<file path="src/rtl/gpio_result_fifo_if.sv">
// Bus and result-capture signals shared between the GPIO emulator side and the result FIFO.
// The master modport is the emulator/bus-master side; the slave modport is the FIFO.
interface gpio_result_fifo_if;
  // Result capture from the emulator
  logic        done_pulse;
  logic [31:0] res_word;
  logic [5:0]  res_ones;
  logic        res_valid;

  // 16-bit-address register bus
  logic [15:0] saddress;
  logic        srd;
  logic        swr;
  logic [31:0] sdata_in;
  logic [31:0] sdata_out;

  modport master (
    output done_pulse,
    output res_word,
    output res_ones,
    output res_valid,
    output saddress,
    output srd,
    output swr,
    output sdata_in,
    input  sdata_out
  );

  modport slave (
    input  done_pulse,
    input  res_word,
    input  res_ones,
    input  res_valid,
    input  saddress,
    input  srd,
    input  swr,
    input  sdata_in,
    output sdata_out
  );
endinterface

</file>
<file path="src/rtl/gpio_result_fifo.sv">
// Result FIFO behind the GPIO multiply/popcount emulator: buffers completed results so software
// can drain them over the register bus, with sticky drop accounting and an interrupt level.
module gpio_result_fifo #(
  parameter int unsigned DEPTH     = 8,
  parameter logic [15:0] ADDR_DATA = 16'h03B0,
  parameter logic [15:0] ADDR_ONES = 16'h03B8,
  parameter logic [15:0] ADDR_STAT = 16'h03C0,
  parameter logic [15:0] ADDR_CTRL = 16'h03C8
) (
  input  logic                     clk,
  input  logic                     reset,
  gpio_result_fifo_if.slave        bus,
  output logic [$clog2(DEPTH):0]   fifo_count,
  output logic                     fifo_empty,
  output logic                     fifo_full,
  output logic                     irq
);

  localparam int unsigned AW = $clog2(DEPTH);
  localparam int unsigned CW = AW + 1;

  typedef struct packed {
    logic        valid;
    logic [5:0]  ones;
    logic [31:0] word;
  } entry_t;

  entry_t          mem_q [DEPTH];
  logic [AW-1:0]   wr_ptr_q, wr_ptr_d;
  logic [AW-1:0]   rd_ptr_q, rd_ptr_d;
  logic [CW-1:0]   count_q, count_d;
  logic            overflow_q, overflow_d;
  logic [7:0]      drop_cnt_q, drop_cnt_d;
  logic            srd_q, swr_q;
  logic [31:0]     sdata_out_q, sdata_out_d;

  logic            empty, full;
  logic            rd_evt, wr_evt;
  logic            pop, push, drop, flush, clr_err;
  entry_t          head;
  entry_t          new_entry;
  logic [7:0]      count_ext;

  assign empty     = (count_q == '0);
  assign full      = (count_q == CW'(DEPTH));
  assign head      = mem_q[rd_ptr_q];
  assign new_entry = '{valid: bus.res_valid, ones: bus.res_ones, word: bus.res_word};
  assign count_ext = 8'(count_q);

  assign rd_evt  = bus.srd & ~srd_q;
  assign wr_evt  = bus.swr & ~swr_q;
  assign flush   = wr_evt & (bus.saddress == ADDR_CTRL) & bus.sdata_in[0];
  assign clr_err = wr_evt & (bus.saddress == ADDR_CTRL) & bus.sdata_in[1];

  // A pop frees a slot in the same cycle, so a full FIFO can still accept a push.
  assign pop  = rd_evt & (bus.saddress == ADDR_ONES) & ~empty & ~flush;
  assign push = bus.done_pulse & (~full | pop) & ~flush;
  assign drop = bus.done_pulse & full & ~pop & ~flush;

  always_comb begin
    sdata_out_d = sdata_out_q;
    if (rd_evt) begin
      sdata_out_d = '0;
      case (bus.saddress)
        ADDR_DATA: if (!empty) sdata_out_d = head.word;
        ADDR_ONES: if (!empty) sdata_out_d = {25'b0, head.valid, head.ones};
        ADDR_STAT: sdata_out_d = {16'b0, drop_cnt_q, 1'b0, overflow_q, full, empty,
                                  count_ext[3:0]};
        default:   sdata_out_d = '0;
      endcase
    end
  end

  always_comb begin
    wr_ptr_d   = wr_ptr_q;
    rd_ptr_d   = rd_ptr_q;
    count_d    = count_q;
    overflow_d = overflow_q;
    drop_cnt_d = drop_cnt_q;

    if (flush) begin
      wr_ptr_d = '0;
      rd_ptr_d = '0;
      count_d  = '0;
    end else begin
      if (push) wr_ptr_d = wr_ptr_q + 1'b1;
      if (pop)  rd_ptr_d = rd_ptr_q + 1'b1;
      unique case ({push, pop})
        2'b10:   count_d = count_q + 1'b1;
        2'b01:   count_d = count_q - 1'b1;
        default: count_d = count_q;
      endcase
    end

    // Clearing the error state wins over a drop landing in the same cycle.
    if (clr_err) begin
      overflow_d = 1'b0;
      drop_cnt_d = '0;
    end else if (drop) begin
      overflow_d = 1'b1;
      if (drop_cnt_q != 8'hFF) drop_cnt_d = drop_cnt_q + 8'd1;
    end
  end

  always_ff @(posedge clk or posedge reset) begin
    if (reset) begin
      wr_ptr_q    <= '0;
      rd_ptr_q    <= '0;
      count_q     <= '0;
      overflow_q  <= 1'b0;
      drop_cnt_q  <= '0;
      srd_q       <= 1'b0;
      swr_q       <= 1'b0;
      sdata_out_q <= '0;
    end else begin
      wr_ptr_q    <= wr_ptr_d;
      rd_ptr_q    <= rd_ptr_d;
      count_q     <= count_d;
      overflow_q  <= overflow_d;
      drop_cnt_q  <= drop_cnt_d;
      srd_q       <= bus.srd;
      swr_q       <= bus.swr;
      sdata_out_q <= sdata_out_d;
    end
  end

  // Storage needs no reset: an entry is only read once count says it was written.
  always_ff @(posedge clk) begin
    if (push) mem_q[wr_ptr_q] <= new_entry;
  end

  assign bus.sdata_out = sdata_out_q;
  assign fifo_count    = count_q;
  assign fifo_empty    = empty;
  assign fifo_full     = full;
  assign irq           = ~empty | overflow_q;

endmodule

</file>
<file path="src/flat_wrapper.sv">
// flat-port wrapper written by rule: the top's interface ports become plain ports
module gpio_result_fifo_flat 
#(
  parameter int unsigned DEPTH     = 8,
  parameter logic [15:0] ADDR_DATA = 16'h03B0,
  parameter logic [15:0] ADDR_ONES = 16'h03B8,
  parameter logic [15:0] ADDR_STAT = 16'h03C0,
  parameter logic [15:0] ADDR_CTRL = 16'h03C8
)
  (clk, reset, fifo_count, fifo_empty, fifo_full, irq, bus_done_pulse, bus_res_word, bus_res_ones, bus_res_valid, bus_saddress, bus_srd, bus_swr, bus_sdata_in, bus_sdata_out);
  gpio_result_fifo_if bus_i ();
  input  logic clk;
  input  logic reset;
  output logic [$clog2(DEPTH):0] fifo_count;
  output logic fifo_empty;
  output logic fifo_full;
  output logic irq;
  input wire logic [$bits(bus_i.done_pulse)-1:0] bus_done_pulse;
  input wire logic [$bits(bus_i.res_word)-1:0] bus_res_word;
  input wire logic [$bits(bus_i.res_ones)-1:0] bus_res_ones;
  input wire logic [$bits(bus_i.res_valid)-1:0] bus_res_valid;
  input wire logic [$bits(bus_i.saddress)-1:0] bus_saddress;
  input wire logic [$bits(bus_i.srd)-1:0] bus_srd;
  input wire logic [$bits(bus_i.swr)-1:0] bus_swr;
  input wire logic [$bits(bus_i.sdata_in)-1:0] bus_sdata_in;
  output wire logic [$bits(bus_i.sdata_out)-1:0] bus_sdata_out;
  assign bus_i.done_pulse = bus_done_pulse;
  assign bus_i.res_word = bus_res_word;
  assign bus_i.res_ones = bus_res_ones;
  assign bus_i.res_valid = bus_res_valid;
  assign bus_i.saddress = bus_saddress;
  assign bus_i.srd = bus_srd;
  assign bus_i.swr = bus_swr;
  assign bus_i.sdata_in = bus_sdata_in;
  assign bus_sdata_out = bus_i.sdata_out;
  gpio_result_fifo #(.DEPTH(DEPTH), .ADDR_DATA(ADDR_DATA), .ADDR_ONES(ADDR_ONES), .ADDR_STAT(ADDR_STAT), .ADDR_CTRL(ADDR_CTRL)) u_core (.clk(clk), .reset(reset), .bus(bus_i), .fifo_count(fifo_count), .fifo_empty(fifo_empty), .fifo_full(fifo_full), .irq(irq));
endmodule
</file>
<file path="config.mk">
export PLATFORM = sky130hd
export DESIGN_NAME = gpio_result_fifo_flat
export DESIGN_NICKNAME = d
export VERILOG_FILES = /design/src/rtl/gpio_result_fifo_if.sv /design/src/rtl/gpio_result_fifo.sv /design/src/flat_wrapper.sv
export SDC_FILE = /design/constraint.sdc
export NUM_CORES = 1
export LEC_CHECK = 0
export ABC_AREA = 1
export CAP_MARGIN = 20
export CORE_AREA = 4 4 198 200
export CTS_CLUSTER_DIAMETER = 120
export DETAILED_ROUTE_END_ITERATION = 7
export DIE_AREA = 0 0 202 204
export GPL_ROUTABILITY_DRIVEN = 0
export PLACE_DENSITY = 0.64
export SLEW_MARGIN = 20
export SYNTH_ARGS = -nofsm -noshare
export SYNTH_HDL_FRONTEND = slang
export SYNTH_SLANG_ARGS = --single-unit
</file>
<file path="constraint.sdc">
create_clock -name clk -period 4.5 [get_ports clk]
set_input_delay 0.9 -clock clk [delete_from_list [all_inputs] [get_ports clk]]
set_output_delay 0.9 -clock clk [all_outputs]
set_load 0.005 [all_outputs]
</file>
Sequential cells grouped by signal name:
(2 px per µm) Other sequential cells in the stronger grey, the rest of the logic in the fainter grey.
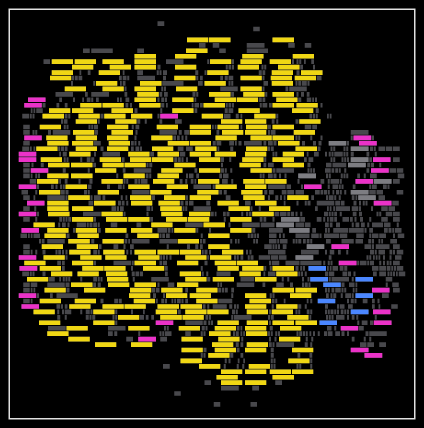
Key: blue = `u_core.drop_cnt_q` [sequential cells 8]; magenta = `u_core.bus.sdata_out` [sequential cells 32]; yellow = `u_core.mem_q` [sequential cells 312]
Another 13 sequential cells are not coloured.
sequential cell area in the final layout: 10700 µm²
Util after Layout: 0.4844
proportion of cell area occupied by registers: 0.5907
sequential-cell power consumption: 4.23 mW

Signal wires on met1:
(3 px per µm) Supply wires on this layer in grey.
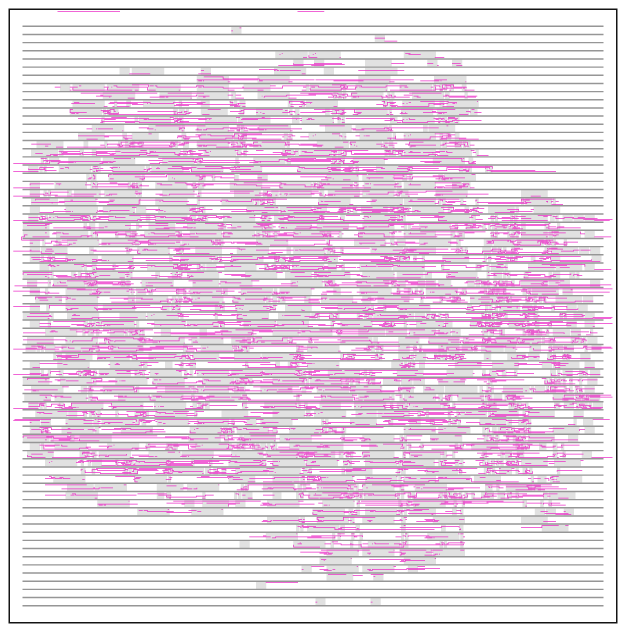
The layer holds 45% of the routed length. The layer carries 16100 µm of wire. The longest straight run is 81.0 µm. The wires run mostly horizontal.
met1 usage in global routing: 0.2394
total routed wirelength: 35.67 mm
number of vias after detailed routing: 10015

Metal layers overlaid:
(2 px per µm) Two of the layers only.
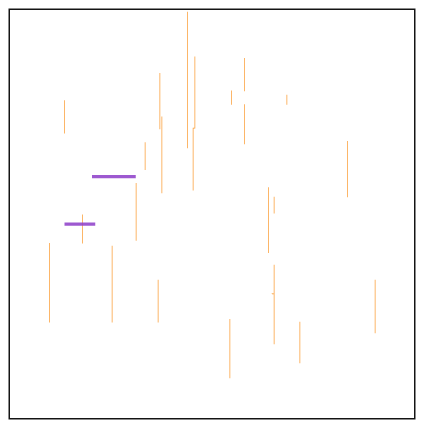
Key: purple = M5 [wire length 34.0 µm]; orange = M4 [wire length 606 µm]
per-cell routed wire length: 18.39 µm
Overall Global Routing Usage: 0.1705

Routing congestion map:
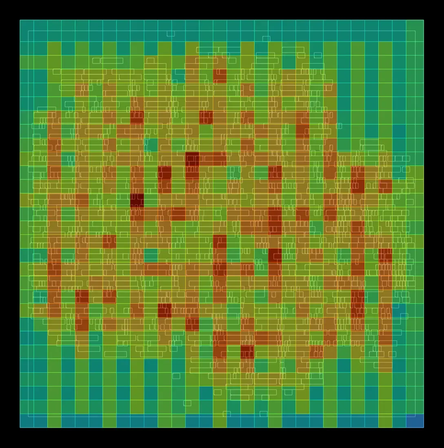
met2 track demand over resource: 0.2767
most used routing layer in global routing: met2
met3 Use GR: 0.03396

[placed cells by master (no fill, tap or decap), types with 5 or more instances in the layout]
| cell type | instances |
|---|---|
| sky130_fd_sc_hd__bufinv_16 | 5 |
| sky130_fd_sc_hd__nor2_4 | 10 |
| sky130_fd_sc_hd__nand2_2 | 8 |
| sky130_fd_sc_hd__buf_4 | 13 |
| sky130_fd_sc_hd__xor2_1 | 5 |
| sky130_fd_sc_hd__o22ai_1 | 34 |
| sky130_fd_sc_hd__inv_1 | 30 |
| sky130_fd_sc_hd__o21ai_1 | 30 |
| sky130_fd_sc_hd__o211ai_1 | 22 |
| sky130_fd_sc_hd__dfrtp_1 | 51 |
| sky130_fd_sc_hd__ha_1 | 5 |
| sky130_fd_sc_hd__clkdlybuf4s50_1 | 100 |
| sky130_fd_sc_hd__nor2_1 | 229 |
| sky130_fd_sc_hd__nand2_1 | 228 |
| sky130_fd_sc_hd__edfxtp_1 | 312 |
| sky130_fd_sc_hd__clkbuf_16 | 40 |
| sky130_fd_sc_hd__inv_2 | 9 |
| sky130_fd_sc_hd__buf_12 | 7 |
| sky130_fd_sc_hd__nor2_2 | 7 |
| sky130_fd_sc_hd__a21oi_1 | 5 |
| sky130_fd_sc_hd__nand3_1 | 70 |
| sky130_fd_sc_hd__clkinv_2 | 10 |
| sky130_fd_sc_hd__o21ai_0 | 141 |
==> results.txt <==
Figures from the flow reports.

Run status:
- The run finished with clean final reports.

Clock network:
- The run gives the clock tree from TritonCTS as built.
- The run puts the clock latency on the worst-skew pair at 0.53 ns.
- The run gives the number of buffers created by CTS as 40.

Worst setup path:
- The run gives the family of cells with the greatest summed delay on the critical path as simple AND/OR/NAND/NOR gates.
- The worst register-to-register path ends at u_core.bus.sdata_out[15].
- Along the worst path, the maximum fanout reaches 14.
- STA classifies the critical path startpoint as a primary input.

Drt:
- The first detailed-routing pass took 5 iterations.
- After detailed routing, the met3 layer carries 2.266 mm of wire.
- The run puts the number of vias per cell at 5.162.
- The highest metal layer carrying signal wires in the routed design is met5.
- In this run, the number of DRC markers left after iteration 0 of detailed routing was 795.
- Wire segments on met2 add up to 16.66 mm in the final route.

Power:
- The run puts the total power consumption of the routed design at 8.387 mW.
- The run gives the combinational power as 861 µW.
- The run gives the part of the total power dissipated in combinational logic as 0.103.

Place:
- The run puts the placed cell count at 1867.
- The run gives the post-placement cell area as 16770 µm².

GRT:
- The run puts the initial antenna violation count at 3.
- The run gives the global-route wire length before repair as 55.63 mm.

Floorplanning:
- The run gives the fraction of the core area occupied by cells at floorplan as 0.4059.
- During tapcell insertion the tool placed 511 well taps.
- According to the floorplan report, the die height is 204 µm.
- In this run the standard cell core region covers 37400 µm².

Cells and area:
- The largest register by flop count is u_core.mem_q.
- Measured on the final layout, buffering overhead outside the clock network stands at 0.06838.
- The run gives the largest cell class by area as registers.
- The run gives the number of inserted diodes as 1.
- The run gives the number of multi-input logic gates as 831.
- The run puts the number of inverters outside the clock class in the layout at 40.

Min path:
- The worst hold path belongs to the class flip-flop to flip-flop.
- The worst hold path terminates at u_core.bus.sdata_out[28].

Synthesis:
- The run puts the area share of and/or/nand/nor cells after synthesis at 0.1631.
- The run puts the post-synthesis share of cell area spent on and-or and or-and gates at 0.08918.
- The run gives the net count entering floorplan as 1401.
- The netlist uses 37 different library cells.

Timing:
- Summed over all failing endpoints, the final setup total negative slack is 0 ns.
- The run puts the post-route clock skew at 0.01693 ns.
- The run gives the portion of the clock cycle consumed by the worst path in the final layout as 0.6840.
Power is estimated from default activity; no workload was simulated.
